===== src/rtl/bridge_buffer_pp.sv =====
// Ping-pong bridge buffer: one bank fills with a tile while the other replays it NUM_PASSES times.
// Optional macro BRIDGE_BUF_STATS_EN adds a saturating 16-bit output stall counter (stall_cnt).
module bridge_buffer_pp #(
   parameter int WIDTH         = 16,
   parameter int CHUNK_SIZE    = 4,
   parameter int NUM_CORES     = 1,
   parameter int TOTAL_MODULES = 2,
   parameter int TOTAL_INPUT_W = 2,
   parameter int ROW_X         = 4,
   parameter int COL_X         = 4,
   parameter int TRANSPOSE     = 0,
   parameter int NUM_PASSES    = 1,
   localparam int SLICE_W      = WIDTH * CHUNK_SIZE * NUM_CORES,
   localparam int IN_W         = SLICE_W * TOTAL_MODULES,
   localparam int OUT_W        = SLICE_W * TOTAL_INPUT_W,
   localparam int PASS_W       = $clog2(NUM_PASSES + 1)
) (
   input  logic              clk,
   input  logic              rst_n,
   input  logic              in_valid,
   output logic              in_ready,
   input  logic [IN_W-1:0]   in_data,
   output logic              out_valid,
   input  logic              out_ready,
   output logic [OUT_W-1:0]  out_data,
   output logic              out_last,
   output logic [PASS_W-1:0] out_pass,
   output logic [1:0]        bank_full,
   output logic              done
`ifdef BRIDGE_BUF_STATS_EN
   ,
   output logic [15:0]       stall_cnt
`endif
);

   localparam int DEPTH   = ROW_X * COL_X;
   localparam int ADDR_W  = (DEPTH > 1) ? $clog2(DEPTH) : 1;
   localparam int INNER   = (TRANSPOSE != 0) ? ROW_X : COL_X;
   localparam int OUTER   = ((TRANSPOSE != 0) ? COL_X : ROW_X) / TOTAL_INPUT_W;
   localparam int INNER_W = (INNER > 1) ? $clog2(INNER) : 1;
   localparam int OUTER_W = (OUTER > 1) ? $clog2(OUTER) : 1;

   typedef enum logic [1:0] {EMPTY, FILLING, FULL, DRAINING} bank_state_t;

   logic [SLICE_W-1:0] mem [2][DEPTH];
   bank_state_t        bank_reg [2];
   bank_state_t        bank_next [2];

   logic               wr_sel_reg;
   logic               wr_sel_next;
   logic               ld_sel_reg;
   logic               rd_sel_reg;
   logic [ADDR_W-1:0]  wr_ptr_reg;
   logic [INNER_W-1:0] ld_inner_reg;
   logic [OUTER_W-1:0] ld_outer_reg;
   logic [PASS_W-1:0]  ld_pass_reg;

   logic               wr_fire;
   logic               wr_last;
   logic               ld_fire;
   logic               ld_pass_end;
   logic               ld_bank_end;
   logic               bank_release;
   logic [OUT_W-1:0]   ld_data;

   assign wr_fire      = in_valid && in_ready;
   assign wr_last      = (wr_ptr_reg == ADDR_W'(DEPTH - TOTAL_MODULES));
   assign ld_fire      = (!out_valid || out_ready) &&
                         ((bank_reg[ld_sel_reg] == FULL) || (bank_reg[ld_sel_reg] == DRAINING));
   assign ld_pass_end  = (ld_inner_reg == INNER_W'(INNER - 1)) && (ld_outer_reg == OUTER_W'(OUTER - 1));
   assign ld_bank_end  = ld_pass_end && (ld_pass_reg == PASS_W'(NUM_PASSES - 1));
   assign bank_release = out_valid && out_ready && out_last && (out_pass == PASS_W'(NUM_PASSES - 1));
   assign wr_sel_next  = (wr_fire && wr_last) ? ~wr_sel_reg : wr_sel_reg;

   for (genvar gi = 0; gi < 2; gi++) begin : g_status
      assign bank_full[gi] = (bank_reg[gi] == FULL) || (bank_reg[gi] == DRAINING);
   end

   // Load side (ld_sel) moves on as soon as the last beat enters the output register;
   // the bank itself is only released (rd_sel) once that beat is accepted.
   for (genvar gi = 0; gi < TOTAL_INPUT_W; gi++) begin : g_rd_lane
      logic [ADDR_W-1:0] rd_addr;
      if (TRANSPOSE == 0) begin : g_west
         assign rd_addr = ADDR_W'((int'(ld_outer_reg) * TOTAL_INPUT_W + gi) * COL_X + int'(ld_inner_reg));
      end else begin : g_north
         assign rd_addr = ADDR_W'(int'(ld_inner_reg) * COL_X + int'(ld_outer_reg) * TOTAL_INPUT_W + gi);
      end
      assign ld_data[gi*SLICE_W +: SLICE_W] = mem[ld_sel_reg][rd_addr];
   end

   always_comb begin
      for (int b = 0; b < 2; b++) begin
         bank_next[b] = bank_reg[b];
      end
      if (wr_fire) begin
         bank_next[wr_sel_reg] = wr_last ? FULL : FILLING;
      end
      if (ld_fire && (bank_reg[ld_sel_reg] == FULL)) begin
         bank_next[ld_sel_reg] = DRAINING;
      end
      if (bank_release) begin
         bank_next[rd_sel_reg] = EMPTY;
      end
   end

   always_ff @(posedge clk) begin
      if (wr_fire) begin
         for (int m = 0; m < TOTAL_MODULES; m++) begin
            mem[wr_sel_reg][wr_ptr_reg + ADDR_W'(m)] <= in_data[m*SLICE_W +: SLICE_W];
         end
      end
   end

   always_ff @(posedge clk) begin
      if (!rst_n) begin
         for (int b = 0; b < 2; b++) begin
            bank_reg[b] <= EMPTY;
         end
         wr_sel_reg   <= 1'b0;
         ld_sel_reg   <= 1'b0;
         rd_sel_reg   <= 1'b0;
         wr_ptr_reg   <= '0;
         ld_inner_reg <= '0;
         ld_outer_reg <= '0;
         ld_pass_reg  <= '0;
         in_ready     <= 1'b1;
         out_valid    <= 1'b0;
         out_data     <= '0;
         out_last     <= 1'b0;
         out_pass     <= '0;
         done         <= 1'b0;
      end else begin
         for (int b = 0; b < 2; b++) begin
            bank_reg[b] <= bank_next[b];
         end
         wr_sel_reg <= wr_sel_next;
         in_ready   <= (bank_next[wr_sel_next] == EMPTY) || (bank_next[wr_sel_next] == FILLING);
         done       <= bank_release;
         if (wr_fire) begin
            wr_ptr_reg <= wr_last ? '0 : wr_ptr_reg + ADDR_W'(TOTAL_MODULES);
         end
         if (bank_release) begin
            rd_sel_reg <= ~rd_sel_reg;
         end
         if (ld_fire) begin
            out_valid <= 1'b1;
            out_data  <= ld_data;
            out_last  <= ld_pass_end;
            out_pass  <= ld_pass_reg;
            if (ld_inner_reg == INNER_W'(INNER - 1)) begin
               ld_inner_reg <= '0;
               if (ld_outer_reg == OUTER_W'(OUTER - 1)) begin
                  ld_outer_reg <= '0;
                  if (ld_bank_end) begin
                     ld_pass_reg <= '0;
                     ld_sel_reg  <= ~ld_sel_reg;
                  end else begin
                     ld_pass_reg <= ld_pass_reg + PASS_W'(1);
                  end
               end else begin
                  ld_outer_reg <= ld_outer_reg + OUTER_W'(1);
               end
            end else begin
               ld_inner_reg <= ld_inner_reg + INNER_W'(1);
            end
         end else if (out_valid && out_ready) begin
            out_valid <= 1'b0;
            out_last  <= 1'b0;
            out_pass  <= '0;
         end
      end
   end

`ifdef BRIDGE_BUF_STATS_EN
   always_ff @(posedge clk) begin
      if (!rst_n) begin
         stall_cnt <= '0;
      end else if (out_valid && !out_ready && (stall_cnt != 16'hFFFF)) begin
         stall_cnt <= stall_cnt + 16'd1;
      end
   end
`endif

endmodule


===== config.mk =====
export PLATFORM = sky130hd
export DESIGN_NAME = bridge_buffer_pp
export DESIGN_NICKNAME = d
export VERILOG_FILES = /design/src/rtl/bridge_buffer_pp.sv
export SDC_FILE = /design/constraint.sdc
export NUM_CORES = 2
export LEC_CHECK = 0
export ABC_AREA = 0
export CAP_MARGIN = 20
export CORE_ASPECT_RATIO = 0.9
export CORE_UTILIZATION = 50
export DETAILED_ROUTE_END_ITERATION = 8
export GPL_TIMING_DRIVEN = 0
export HOLD_SLACK_MARGIN = 0.02
export PLACE_DENSITY = 0.67
export SLEW_MARGIN = 20
export SYNTH_ARGS = -nofsm -noshare
export SYNTH_HDL_FRONTEND = slang
export SYNTH_SLANG_ARGS = --single-unit

===== constraint.sdc =====
create_clock -name clk -period 27.8 [get_ports clk]
set_input_delay 5.56 -clock clk [delete_from_list [all_inputs] [get_ports clk]]
set_output_delay 5.56 -clock clk [all_outputs]
set_load 0.01 [all_outputs]

**Metal layers overlaid**

Drawn at 1 px/um. Only two layers are drawn.
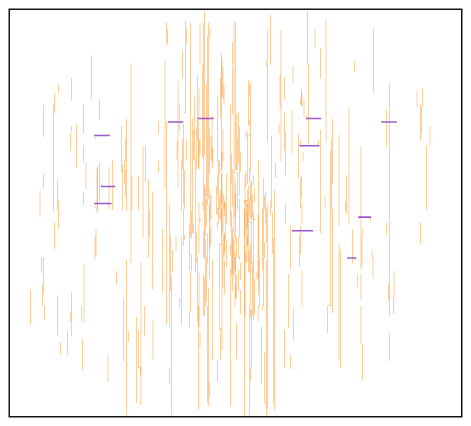
colour	layer	wire length
purple	metal 5	154 um
orange	metal 4	16500 um

**Signal wires on met1**

Drawn at 1 px/um. Supply wires on this layer in grey. Cells faint in the background.
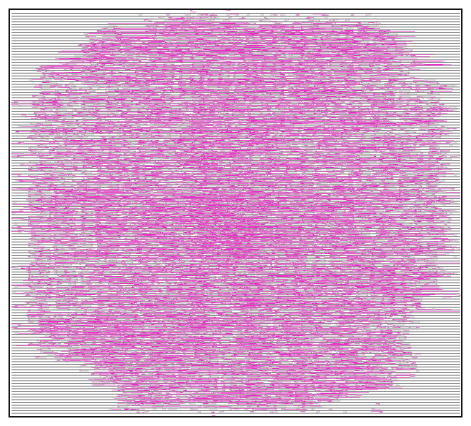
share of all routed wire	35%
main direction	horizontal
longest straight run	133 um
nets with wire on the layer	5481
wire length on this layer	107 mm
Routed Wire Length: 301 mm
vias post-DR: 52100
M1 GR Usage: 0.436

**Signal wires on met4**

Drawn at 1 px/um. Supply wires on this layer in grey.
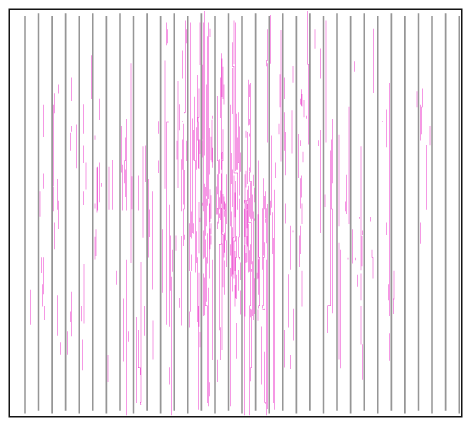
wire length on this layer	16500 um
main direction	vertical
longest straight run	233 um
share of all routed wire	5.5%
nets with wire on the layer	211

**Where the registers sit**

Drawn at 1 px/um. Other sequential cells in the stronger grey, the rest of the logic in the fainter grey.
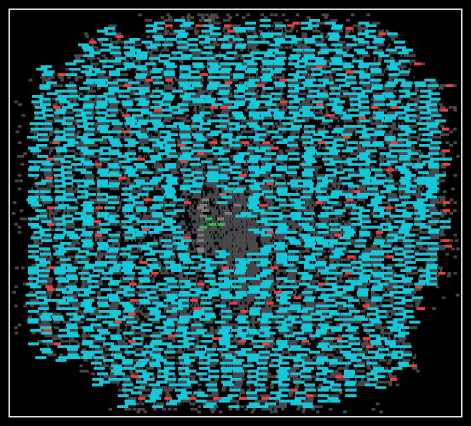
colour	signal	placed flops	where
cyan	`mem`	2048	widely spread
green	`bank_reg`	4	middle
red	`out_data`	128	widely spread
not coloured	16
sequential portion of the cell area: 0.607
Final Util: 0.592
power drawn by the sequential cells: 3.66 mW
sequential cell area: 0.0645 mm2

**Routing congestion**

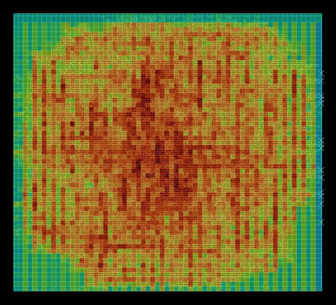
layer with the highest usage after global routing: met2
drt wl/cell: 37.4 um
global routing usage summed across all routing layers: 0.329
GR Layer Usage met2: 0.500

==> results.cfg <==
; synthesis and place-and-route metrics
[setup_path]
setup.worst_path.class = in -> reg
setup.worst_path.end_class = flip-flop
crit_path_start = in_valid
critical_path.n_buffers_inverters = 6
critical_path.endpoint = mem[1][708]
critPathLaunchType = primary input
crit_required_ns = 28.33
regToRegStartpoint = wr_ptr_reg[2]
highest_fanout_seen_on_the_critical_path = 12
worst-r2r-setup-slack_ns = 23.93
critical_path.reg2reg.endpoint = mem[1][708]
worst_ep_arrival_time_ns = 9.18
crit_path_depth = 9
cp_cell_sequence = clkdlybuf4s50_1, and3_1, nand2_1, buf_2, buf_2, nor2_4, buf_16, buf_16, buf_16
timing.critical_path.slowest_cell_delay_ns = 0.67
critical-path-top-delay-family = buffers and inverters
critPathMostFrequentCell = sky130_fd_sc_hd__buf_16
crit_path_top_delay_cell = sky130_fd_sc_hd__nor2_4
r2r_cells = 9

[die]
fp.dieW_um = 451
number_of_placed_i_o_pins = 267
core_util_floorplan = 0.506
tap_cells = 2384
core_mm2 = 0.179
die_h_um = 406
num_rows = 147
die-area_mm2 = 0.183

[placed_design]
io_buffers = 201
gpl.final_weighted_congestion = 0.878
place_area_mm2 = 0.0992
hpwlAfterDp_mm = 209

[timing]
final.period_utilization = 0.311
clock_skew_ns = 0.0588
timing.max_slew.rel_slack = 0.197
clock.fmax_mhz = 116
setup-tns-final_ns = 0
max_slew.worst_pin.slew_ns = 1.20
report.final.setup_viol = 0
hold-worst-slack_ns = 0.494
rsz0062_at_grt = false
period_needed_ns = 8.65
report.final.hold_viol_count = 0
final-max-slew-violation-count = 0

[finish]
area.growth.synth_to_final_pct = 17.0
nonClkBufAreaFrac = 0.0847
sequential_cell_total = 2196
comb_area_share = 0.214
nNonClkBuffers = 1353
largest_cell_class = sequential cells
largest_register_ffs = 2048
clock_buffers = 296
postLayoutCellArea_mm2 = 0.106
non_clock_inverter_count = 7
number_of_antenna_repair_diodes = 18
nFillCells = 13000
logic_gate_count = 1696
finalNetCount = 5600
comb_area_mm2 = 0.0227
clock_cell_area_share = 0.0653
layout-drive-gt1-share = 0.341

[detailed_routing]
antenna_left = 0
detail_route.first_pass.iterations = 8
met2RoutedLength_mm = 136
maxUsedRoutingLayer = met5
drc = 28
dr.first_iter.drc_count = 8770
met3RoutedLength_mm = 41.1
met1_length_mm = 107
viasPerCell = 6.47

[status]
status = finished with violations
violations = DRC

[pwr]
power.internal_mw = 5.39
pwr.group.clock_mw = 2.90
power.sequential.fraction = 0.537
leakagePower_nw = 34.6
clock_power_share = 0.424
power.total_mw = 6.82
power.net_switching_mw = 1.44
power.combinational.total_uw = 263
swShare = 0.211
power_density_mw_per_mm2 = 64.3
combPwrFrac = 0.039
power-top-group = sequential cells
worst_ir_drop_vdd_mv = 0.0644

[synthesis]
ys_dominant_reg_cell = sky130_fd_sc_hd__edfxtp_1
post_synth_inst_count = 4741
post_synth_cell_types = 47
postSynth.asyncResetShare = 0
post-synth-top-area-cell = sky130_fd_sc_hd__edfxtp_1
synth.area.top_cells = sky130_fd_sc_hd__edfxtp_1 68%, sky130_fd_sc_hd__mux4_2 13%, sky130_fd_sc_hd__mux2_2 6.1%
ys.flops = 2196
yosys.area.top_type_share = 0.678
yosysMostFrequentCell = sky130_fd_sc_hd__edfxtp_1
synth.avg_cell_area_um2 = 19.1
xor_share = 0.000386
fp_nets = 4875
ys_warn_count = 0
synth-compound-area-share = 0.0217
synth_adder_area_share = 0.000276
synth.area.mux_share = 0.210
ys_area_mm2 = 0.0907
syn-cell-area_mm2 = 0.0907
synth-simple-area-share = 0.0161
most_common_library_cells_after_synthesis = 2048 x sky130_fd_sc_hd__edfxtp_1, 646 x sky130_fd_sc_hd__clkbuf_1, 512 x sky130_fd_sc_hd__mux4_2
synth.comb.largest_family = multiplexers
count_of_library_flops_with_an_enable_pin = 2048
synth-seq-area-share = 0.711
synth.yosys.num_cells = 4741

[grt]
grt_antenna_before_repair = 28
grt_pass1_vias = 51300
grt_max_degree = 44
grt_util_met3 = 0.101
grt_pass1_wl_mm = 407
globalRoute.totalOverflow = 0

[min_path]
min_path_cells = 2
hold_path_end = out_data[52]
hp-class = reg -> reg
timing.hold.worst.start = out_data[52]

[clock_network]
cts_hold_repair.buffers = 0
ctsResizeCount = 0
cts_num_sinks = 2196
clk_pin_slew_worst_paths_ns = 0.06
clk_latency_worst_skew_pair_ns = 0.88
cts_made_buffers = 212
cts_root_buffer = sky130_fd_sc_hd__clkbuf_16
tritoncts_clock_tree = built
cts.repair_timing.setup_buffer_count = 0
cts-root-to-sink-buffers = 3
clock_tree.htree_level_count = 4

[job]
max_cap_violations = 0
stage_log_warnings = 29
-- cells in the final DEF, fill, tap and decap left out, types with 94 or more instances in the layout --
cell type and n:
sky130_fd_sc_hd__edfxtp_1 2048, sky130_fd_sc_hd__clkbuf_1 690, sky130_fd_sc_hd__mux4_2 512, sky130_fd_sc_hd__mux2_2 494
sky130_fd_sc_hd__clkbuf_16 214, sky130_fd_sc_hd__clkdlybuf4s50_1 201, sky130_fd_sc_hd__buf_2 190, sky130_fd_sc_hd__buf_4 185
sky130_fd_sc_hd__mux2i_1 173, sky130_fd_sc_hd__dfxtp_1 148, sky130_fd_sc_hd__nand3_1 94
-- stage by stage --
step | cells | setup slack [ns]
global placement | 7326 | 2.75
CTS | 8038 | 19.38
floorplan | 4741 | 15.13
detailed placement | 7635 | 18.52
finish | 8057 | 19.15
global route | 8047 | 19.22
Power figures rest on the tool's default switching activity, not on a simulated workload.
